wires.png
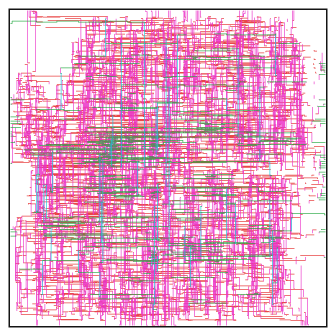
clk_routes.png
The bar under the picture is 50 um long.
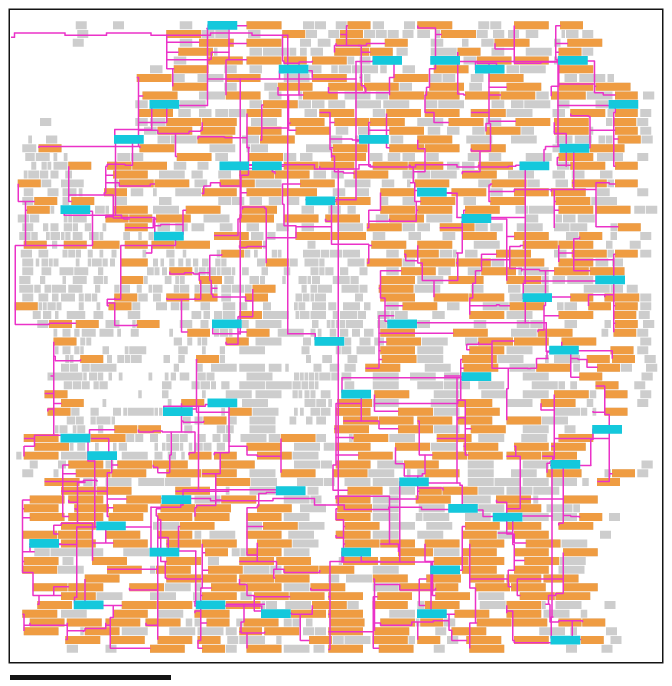
<file path="config.mk">
export PLATFORM = sky130hd
export DESIGN_NAME = reorder_buffer_mp
export DESIGN_NICKNAME = d
export VERILOG_FILES = /design/src/rtl/reorder_buffer_mp.sv
export SDC_FILE = /design/constraint.sdc
export NUM_CORES = 1
export LEC_CHECK = 0
export CORE_UTILIZATION = 55
export CTS_CLUSTER_DIAMETER = 100
export DETAILED_ROUTE_END_ITERATION = 10
export HOLD_SLACK_MARGIN = 0.08
export PLACE_DENSITY = 0.74
export SYNTH_ARGS = -nofsm -noshare
export SYNTH_HDL_FRONTEND = slang
export SYNTH_SLANG_ARGS = --single-unit
</file>
<file path="constraint.sdc">
create_clock -name clk -period 10.4 [get_ports clk]
set_input_delay 1.56 -clock clk [delete_from_list [all_inputs] [get_ports clk]]
set_output_delay 1.56 -clock clk [all_outputs]
set_load 0.05 [all_outputs]
</file>
<file path="src/rtl/reorder_buffer_mp.sv">
// In-order-commit reorder buffer with multiple writeback ports.
// Forwards results to the PRF, frees old pregs, flushes on mispredict.
module reorder_buffer_mp #(
  parameter int DEPTH    = 16,
  parameter int IDW      = $clog2(DEPTH),
  parameter int DATA_W   = 8,
  parameter int PREG_W   = 4,
  parameter int AREG_W   = 4,
  parameter int WB_PORTS = 2
) (
  input  logic                         clk,
  input  logic                         rst,
  input  logic                         alloc_valid,
  output logic                         alloc_ready,
  input  logic                         alloc_has_dest,
  input  logic [AREG_W-1:0]            alloc_areg,
  input  logic [PREG_W-1:0]            alloc_preg,
  input  logic [PREG_W-1:0]            alloc_old_preg,
  output logic [IDW-1:0]               alloc_id,
  input  logic [WB_PORTS-1:0]          wb_valid,
  input  logic [WB_PORTS*IDW-1:0]      wb_id,
  input  logic [WB_PORTS*DATA_W-1:0]   wb_value,
  input  logic [WB_PORTS*2-1:0]        wb_flags,
  output logic [WB_PORTS-1:0]          prf_wr_valid,
  output logic [WB_PORTS*PREG_W-1:0]   prf_wr_preg,
  output logic [WB_PORTS*DATA_W-1:0]   prf_wr_value,
  output logic                         commit_valid,
  output logic [AREG_W-1:0]            commit_areg,
  output logic [PREG_W-1:0]            commit_preg,
  output logic                         free_valid,
  output logic [PREG_W-1:0]            free_preg,
  output logic                         redirect_valid,
  output logic [DATA_W-1:0]            redirect_pc,
  output logic                         halted,
  output logic [IDW:0]                 count
);

  typedef enum logic {S_RUN, S_HALTED} state_t;

  state_t r_state;
  state_t w_state_nx;

  logic [DEPTH-1:0]  r_busy;
  logic [DEPTH-1:0]  r_done;
  logic [DEPTH-1:0]  r_has_dest;
  logic [AREG_W-1:0] r_areg     [DEPTH];
  logic [PREG_W-1:0] r_preg     [DEPTH];
  logic [PREG_W-1:0] r_old_preg [DEPTH];
  logic [DATA_W-1:0] r_value    [DEPTH];
  logic [1:0]        r_flags    [DEPTH];

  logic [IDW-1:0] r_head;
  logic [IDW-1:0] r_tail;
  logic [IDW:0]   r_count;

  logic [WB_PORTS-1:0]        r_prf_v;
  logic [WB_PORTS*PREG_W-1:0] r_prf_preg;
  logic [WB_PORTS*DATA_W-1:0] r_prf_val;
  logic                       r_cmt_v;
  logic [AREG_W-1:0]          r_cmt_areg;
  logic [PREG_W-1:0]          r_cmt_preg;
  logic                       r_free_v;
  logic [PREG_W-1:0]          r_free_preg;
  logic                       r_redir_v;
  logic [DATA_W-1:0]          r_redir_pc;

  logic [IDW-1:0]      w_wb_id [WB_PORTS];
  logic [WB_PORTS-1:0] w_acc;
  logic                w_head_rdy;
  logic                w_flush_now;
  logic                w_commit;
  logic                w_flush;
  logic                w_alloc;

  for (genvar g = 0; g < WB_PORTS; g++) begin : g_id
    assign w_wb_id[g] = wb_id[g*IDW +: IDW];
  end

  assign w_head_rdy  = r_busy[r_head] && r_done[r_head];
  assign w_flush_now = w_head_rdy && r_flags[r_head][0];
  assign w_commit    = (r_state == S_RUN) && w_head_rdy;
  assign w_flush     = w_commit && r_flags[r_head][0];
  assign alloc_ready = (r_count < (IDW+1)'(DEPTH))
                    && (r_state == S_RUN) && !w_flush_now;
  assign w_alloc     = alloc_valid && alloc_ready;

  // Writeback acceptance; the highest port wins on an id collision
  always_comb begin
    w_acc = '0;
    for (int i = 0; i < WB_PORTS; i++) begin
      w_acc[i] = wb_valid[i]
              && r_busy[w_wb_id[i]]
              && !r_done[w_wb_id[i]]
              && (!w_flush_now || (w_wb_id[i] == r_head));
      for (int j = i + 1; j < WB_PORTS; j++) begin
        if (wb_valid[j] && (w_wb_id[j] == w_wb_id[i])) begin
          w_acc[i] = 1'b0;
        end
      end
    end
  end

  // Run/halt next state: a committing halt entry stops the machine
  always_comb begin
    w_state_nx = r_state;
    if (w_commit && r_flags[r_head][1]) begin
      w_state_nx = S_HALTED;
    end
  end

  // State register
  always_ff @(posedge clk) begin
    if (rst) r_state <= S_RUN;
    else     r_state <= w_state_nx;
  end

  // Entry busy/done tracking
  always_ff @(posedge clk) begin
    if (rst || w_flush) begin
      r_busy <= '0;
      r_done <= '0;
    end else begin
      if (w_commit) begin
        r_busy[r_head] <= 1'b0;
        r_done[r_head] <= 1'b0;
      end
      if (w_alloc) begin
        r_busy[r_tail] <= 1'b1;
        r_done[r_tail] <= 1'b0;
      end
      for (int i = 0; i < WB_PORTS; i++) begin
        if (w_acc[i]) r_done[w_wb_id[i]] <= 1'b1;
      end
    end
  end

  // Entry payload: fields at dispatch, result and flags at writeback
  always_ff @(posedge clk) begin
    if (w_alloc) begin
      r_has_dest[r_tail] <= alloc_has_dest;
      r_areg[r_tail]     <= alloc_areg;
      r_preg[r_tail]     <= alloc_preg;
      r_old_preg[r_tail] <= alloc_old_preg;
    end
    for (int i = 0; i < WB_PORTS; i++) begin
      if (w_acc[i]) begin
        r_value[w_wb_id[i]] <= wb_value[i*DATA_W +: DATA_W];
        r_flags[w_wb_id[i]] <= wb_flags[i*2 +: 2];
      end
    end
  end

  // Head/tail pointers and occupancy; a flush empties everything younger
  always_ff @(posedge clk) begin
    if (rst) begin
      r_head  <= '0;
      r_tail  <= '0;
      r_count <= '0;
    end else if (w_flush) begin
      r_head  <= r_head + 1'b1;
      r_tail  <= r_head + 1'b1;
      r_count <= '0;
    end else begin
      if (w_alloc)  r_tail <= r_tail + 1'b1;
      if (w_commit) r_head <= r_head + 1'b1;
      r_count <= r_count + (IDW+1)'(w_alloc)
                         - (IDW+1)'(w_commit);
    end
  end

  // Registered single-cycle PRF, commit, free and redirect pulses
  always_ff @(posedge clk) begin
    if (rst) begin
      r_prf_v     <= '0;
      r_prf_preg  <= '0;
      r_prf_val   <= '0;
      r_cmt_v     <= 1'b0;
      r_cmt_areg  <= '0;
      r_cmt_preg  <= '0;
      r_free_v    <= 1'b0;
      r_free_preg <= '0;
      r_redir_v   <= 1'b0;
      r_redir_pc  <= '0;
    end else begin
      for (int i = 0; i < WB_PORTS; i++) begin
        if (w_acc[i] && r_has_dest[w_wb_id[i]]) begin
          r_prf_v[i]                     <= 1'b1;
          r_prf_preg[i*PREG_W +: PREG_W] <= r_preg[w_wb_id[i]];
          r_prf_val[i*DATA_W +: DATA_W]  <= wb_value[i*DATA_W +: DATA_W];
        end else begin
          r_prf_v[i]                     <= 1'b0;
          r_prf_preg[i*PREG_W +: PREG_W] <= '0;
          r_prf_val[i*DATA_W +: DATA_W]  <= '0;
        end
      end
      r_cmt_v     <= w_commit;
      r_cmt_areg  <= w_commit ? r_areg[r_head] : '0;
      r_cmt_preg  <= w_commit ? r_preg[r_head] : '0;
      r_free_v    <= w_commit && r_has_dest[r_head];
      r_free_preg <= (w_commit && r_has_dest[r_head])
                   ? r_old_preg[r_head] : '0;
      r_redir_v   <= w_flush;
      r_redir_pc  <= w_flush ? r_value[r_head] : '0;
    end
  end

  assign alloc_id       = r_tail;
  assign count          = r_count;
  assign halted         = (r_state == S_HALTED);
  assign prf_wr_valid   = r_prf_v;
  assign prf_wr_preg    = r_prf_preg;
  assign prf_wr_value   = r_prf_val;
  assign commit_valid   = r_cmt_v;
  assign commit_areg    = r_cmt_areg;
  assign commit_preg    = r_cmt_preg;
  assign free_valid     = r_free_v;
  assign free_preg      = r_free_preg;
  assign redirect_valid = r_redir_v;
  assign redirect_pc    = r_redir_pc;

endmodule

</file>
==> impl_metrics.ini <==
; physical design summary
[clocking]
clockRootBuffer = clkbuf_16
cts_tree = built
cts.sink_count = 467
cts_made_buffers = 48
clkLatencyLatePin_ps = 580
cts_resized = 0
clkSlewWorstSetupHoldPaths_ps = 60
holdBufCountCts = 0
clk_path_buf_depth = 3

[detailed_routing]
drtIter0Drc = 1335
viasPerCell = 6.61

[timing]
rsz0062_at_grt = false
finalCritPeriodShare = 0.594
drv_slew = 0
worstMarginPinSlew_ps = 1080
fin_ws_ps = 4220
slew_headroom = 0.277
setup_tns_ps = 0
clock.fmax_ghz = 0.162
finalHoldViolCount = 0
skew_ps = 20.9
finalCriticalPeriod_ps = 6180

[critical_path]
cp_data_required_time_ps = 8840
critical_path.startpoint_type = flop
path_class = reg -> out
cp.depth = 8
r2r.worst_path.cells = 8
cp-endpoint = alloc_ready
reg2reg_from = r_head[0]
cp.arrival_ps = 4620
critPathLaunch = r_head[0]
critPathTopFamily = simple AND/OR/NAND/NOR gates
crit_buf_inv = 2
crit_path_frequent_cell = nor2_1
rrSetupSlack_ps = 5570
crit_chain = buf_4 -> nor2b_1 -> o311ai_0 -> nor2_1 -> or4b_1 -> nor2_1 -> nor2_1 -> clkdlybuf4s50_1
cp_slowest_cell = clkdlybuf4s50_1

[global_routing]
first_global_vias = 13065
grt_overflow = 0
grt_max_degree = 65

[pwr]
seqPwrFrac = 0.470
power_density_nw_per_um2 = 181
pwr-share-clk = 0.362
peakVddDrop_mv = 0.161
p_int_mw = 3.37
power.total_mw = 4.54
leakage_nw = 8.08
p_sw_mw = 1.17
pwr-share-comb = 0.168
switching_share = 0.258

[cells_and_area]
fin_area_um2 = 25100
finish.net_count = 1463
area_growth_pct = 14.2
largest_register_ffs = 128
diodes = 0
fill_cells = 2734
lay_top_count = edfxtp_1
final_cells = 1959
layout_top_cells = edfxtp_1 (368), mux4_2 (182), mux2_2 (154)

[logic_synthesis]
yosys_cells = 1311
yosys_most_used_dff = edfxtp_1
synthTopCellsByCount = edfxtp_1 (368), mux4_2 (182), mux2_2 (154), dfxtp_1 (99), clkbuf_1 (55)
ys.flops = 467
synth.most_common_cell = edfxtp_1
syn_area_um2 = 22000
yosysSeqAreaShare = 0.593
top_area_frac = 0.503
syn_inst = 1311
synth.distinct_cells = 67
yosysWarnings = 0
yosys_area_um2 = 22000
syn_nets = 1371

[place]
pre_cts_ws_ps = 4620
place_area_um2 = 23600
place_inst = 1871
io_buffers = 105
dp_hpwl_um = 34100

[floorplanning]
dieArea_um2 = 40800
coreArea_um2 = 39000
fp-row-count = 72
die_h_um = 202
ios = 106

[min_path]
holdCritPathClass = reg -> reg

[flow_run]
max_cap_violations = 0
tool_warnings = 32

[status]
status = finished, final reports clean
Notes on wires.png above:
| colour | layer | wire length |
|---|---|---|
| cyan | metal 4 | 1440 um |
| red | metal 1 | 22.8 mm |
| green | metal 3 | 5190 um |
| magenta | metal 2 | 26.7 mm |
GRT Total Usage: 0.282
drt wl/cell: 28.6 um
Final Routed Wirelength: 56100 um
Vias: 12955

Notes on clk_routes.png above:
[magenta] clock wires | length: 5500 um
[orange] flip-flops | count: 467
[cyan] clock drivers | count: 48
flops lie: all over the die

[logic make-up (layout without fill, tap and decap cells)]
family          count (synthesis)  after routing  synth area share
xor+xnor                       21             21           0.00837
mux                           349            349             0.273
flops                         467            467             0.593
compound gates                134            134            0.0453
buf+inv                       131            261            0.0244
simple gates                  195            195            0.0478
fa+ha+maj                      14             14           0.00831
[power groups by stage]
stage	Sequential, mW	Clock (mW)	Combinational [mW]
after detailed placement	2.18	0	0.761
after floorplan	2.20	0	0.514
after global routing	2.15	1.74	0.816
after global placement	2.17	0	0.751
after CTS	2.14	1.66	0.764
final	2.14	1.64	0.763
[stage by stage]
stage               utilization  hold WS (ps)
finish                    0.644           556
global placement          0.606           551
CTS                       0.644           551
detailed placement        0.606           538
floorplan                     -           476
global route              0.644           568
[layout make-up]
type,instances,share of cell area
multi-input cells,713,0.338
inverters,27,0.00404
clock inverters,12,0.00339
clock buffers,76,0.0557
repair buffers,146,0.0533
flip-flops and latches,467,0.519
well taps,518,0.0258
[how the worst min path moves through the flow]
| stage | from | end | slack [ps] | cells past startpoint |
|---|---|---|---|---|
| finish | r_done[4] | r_done[4] | 560 | 2 |
| global route | r_done[4] | r_done[4] | 570 | 2 |
| CTS | r_done[4] | r_done[4] | 550 | 2 |
| detailed placement | r_done[4] | r_done[4] | 540 | 2 |
| global placement | r_done[4] | r_done[4] | 550 | 2 |
| floorplan | r_done[14] | r_done[14] | 480 | 2 |
[metal layers]
layer | GRT usage | up-vias | wire length, um
met2 | 0.434 | 672 | 26700
met1 | 0.407 | 6707 | 22800
met3 | 0.0600 | 104 | 5190
met4 | 0.0831 | 0 | 1440
li1 | - | 5472 | -
met5 | 0 | - | 0
No activity file was given, so power comes from the tool's default toggle rates.
